Supply network:
Scale bar: 10 µm. Pins as bars on the die edge. Tap cells in gray.
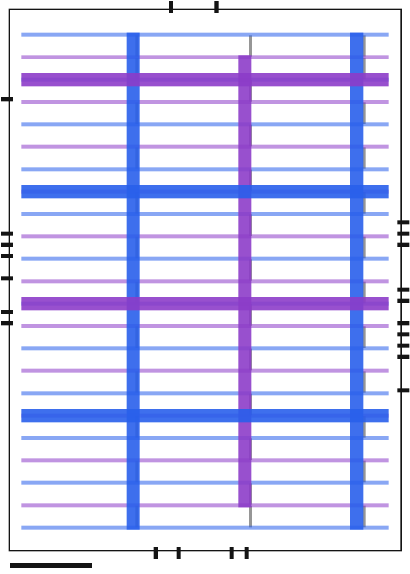
Placement by cell class:
Scale bar: 10 µm.
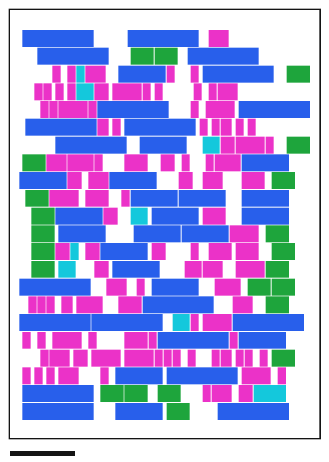
Clock wires, drivers and flops:
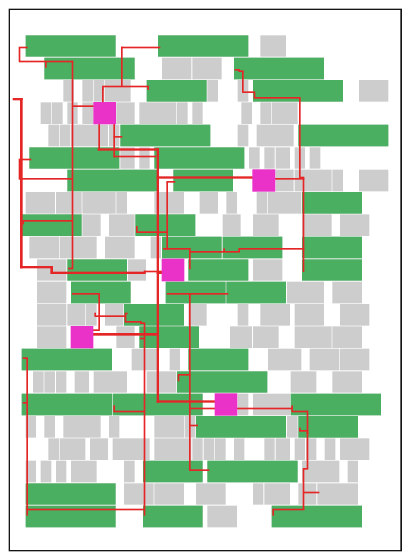
Signal wires by layer:
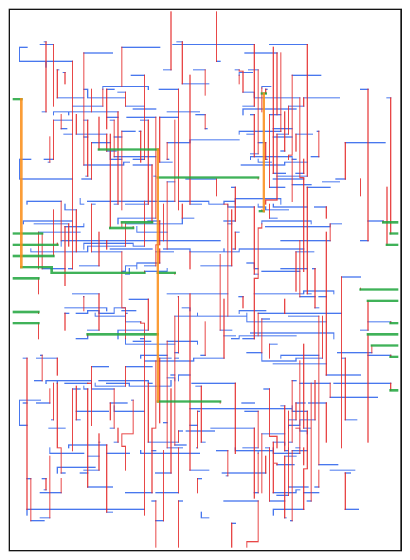
Congestion heat map:
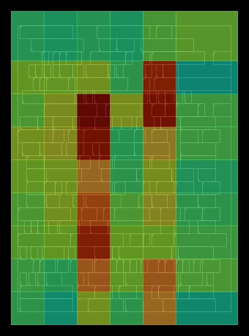
**src/rtl/sync_debounce.sv**
```systemverilog
// Multi-channel input conditioner for keypad and switch pins.
// Each channel is synchronized, then debounced, then edge-detected into registered pulses.
module sync_debounce #(
  parameter int WIDTH     = 4,
  parameter int STAGES    = 2,
  parameter int DB_CYCLES = 16
) (
  input  logic             clk,
  input  logic             reset,
  input  logic [WIDTH-1:0] async_in,
  output logic [WIDTH-1:0] sync_out,
  output logic [WIDTH-1:0] stable,
  output logic [WIDTH-1:0] rise,
  output logic [WIDTH-1:0] fall,
  output logic             any_active
);

  localparam int CNT_W = $clog2(DB_CYCLES + 1);
  localparam logic [CNT_W-1:0] CNT_MAX = CNT_W'(DB_CYCLES - 1);

  logic [STAGES-1:0][WIDTH-1:0] stage;
  logic [CNT_W-1:0]             cnt [WIDTH];

  // Plain flop chain: nothing may sit between stages.
  always_ff @(posedge clk) begin
    if (reset) begin
      stage <= '0;
    end else begin
      stage[0] <= async_in;
      for (int k = 1; k < STAGES; k++) begin
        stage[k] <= stage[k-1];
      end
    end
  end

  assign sync_out = stage[STAGES-1];

  // A new level is accepted only after DB_CYCLES consecutive mismatching samples.
  always_ff @(posedge clk) begin
    if (reset) begin
      stable <= '0;
      rise   <= '0;
      fall   <= '0;
      for (int i = 0; i < WIDTH; i++) begin
        cnt[i] <= '0;
      end
    end else begin
      for (int i = 0; i < WIDTH; i++) begin
        rise[i] <= 1'b0;
        fall[i] <= 1'b0;
        if (sync_out[i] != stable[i]) begin
          if (cnt[i] == CNT_MAX) begin
            stable[i] <= sync_out[i];
            rise[i]   <= sync_out[i];
            fall[i]   <= ~sync_out[i];
            cnt[i]    <= '0;
          end else begin
            cnt[i] <= cnt[i] + CNT_W'(1);
          end
        end else begin
          cnt[i] <= '0;
        end
      end
    end
  end

  assign any_active = |stable;

endmodule

```
**config.mk**
```make
export PLATFORM = sky130hd
export DESIGN_NAME = sync_debounce
export DESIGN_NICKNAME = d
export VERILOG_FILES = /design/src/rtl/sync_debounce.sv
export SDC_FILE = /design/constraint.sdc
export NUM_CORES = 1
export LEC_CHECK = 0
export CAP_MARGIN = 25
export CORE_ASPECT_RATIO = 1.4
export CORE_UTILIZATION = 57
export CTS_CLUSTER_DIAMETER = 50
export DETAILED_ROUTE_END_ITERATION = 7
export PLACE_DENSITY = 0.83
export SYNTH_ARGS = -nofsm -noshare
export SYNTH_HDL_FRONTEND = slang
export SYNTH_SLANG_ARGS = --single-unit
```
**constraint.sdc**
```tcl
create_clock -name clk -period 4.5 [get_ports clk]
set_clock_uncertainty 0.2 [all_clocks]
set_input_delay 0.9 -clock clk [delete_from_list [all_inputs] [get_ports clk]]
set_output_delay 0.9 -clock clk [all_outputs]
set_load 0.02 [all_outputs]
```
==> changes_impl.md <==
### Changed

- Most frequent cells in the layout: nor2_1 (24), clkdlybuf4s50_1 (22), edfxtp_1 (20), conb_1 (20), dfxtp_1 (20)
- Worst Hold Class: reg2reg
- Sequential Area: 1000 µm²
- Layout cells sized above 1: 8.00%
- Hold-fix buffers at CTS: 0
- Final nets: 188
- Worst stage delay on the critical path: 550 ps
- Diode count: 0
- Avg Inst Size Synth: 12.5 µm²
- Initial antenna violation count: 0
- Worst reg2reg path endpoint: cnt[3][0]
- Worst flop-to-flop path startpoint: cnt[3][0]
- Status: complete, no violations
- CP top delay family: buffers and inverters
- Top Consumer: sequential cells
- RSZ-0062 raised after global routing: false
- Post-synthesis instance area: 1650 µm²
- Largest register FFs: 20
- CP required: 3400 ps
- YS warnings: 0
- Area grow syn2layout: 21.7%
- R2R Setup Slk: 2530 ps
- Critical path fanouts, max: 6
- Ys flops: 40
- Placed Cells: 203
- Mux cell area share after synthesis: 2.43%
- Uppermost layer routed: met4
- Worst-case hold path end point: sync_out[0]
- Nonclk buf count: 22
- Fillers: 207
- XOR/XNOR Fraction of Synth Area: 6.39%
- Vias: 989
- Fraction of the mapped netlist area in adder cells: 6.08%
- Final WS setup: 1610 ps
- Core Footprint: 2670 µm²
- Chip height: 65.6 µm
- Clock Root Buffer: clkbuf_4
- OpenROAD warning count: 26
- P_clk: 0.000182 W
- Antenna viol nets, final: 0
- Logic pwr share: 5.4%
- Metal3 WL: 104 µm
- DPL Wire Length: 1740 µm
- Peak VDD IR: 0.206 mV
- Post-CTS resize count: 0
- Top cells, area: edfxtp_1 (37%), dfxtp_1 (24%), ha_1 (6.1%)
- FP Util: 61.6%
- Area leader, netlist: edfxtp_1
- Yosys stat cell total: 132
- Clock power frac: 29.6%
- Largest net degree at the start of global routing: 25
## Picture notes: 'supply network'
VDD: shown in purple. VSS: shown in blue.
23 met1 rails follow the rows. 36 tap cells. 4 straps on met5. 3 straps on met4.

## Picture notes: 'placement by cell class'
all other logic: shown in magenta, cells 105. clock drivers and dummy loads: shown in cyan, cells 8. other buffers and delay cells: shown in green, cells 22. flip-flops: shown in blue, cells 40.

## Picture notes: 'clock wires, drivers and flops'
flip-flops: shown in green, count 40. clock wires: shown in red, length 417 µm. cells driving clock nets: shown in magenta, count 5.
There are 6 routed clock nets. Position of the flops: all over the die.

## Picture notes: 'signal wires by layer'
met2: shown in red, wire length 1230 µm. met1: shown in blue, wire length 933 µm. met4: shown in orange, wire length 65.3 µm. met3: shown in green, wire length 104 µm.

## Picture notes: 'congestion heat map'
most used routing layer: met2
drt wl/cell: 11.1 µm
final core area utilization: 75.0%

No activity file was given, so power comes from the tool's default toggle rates.
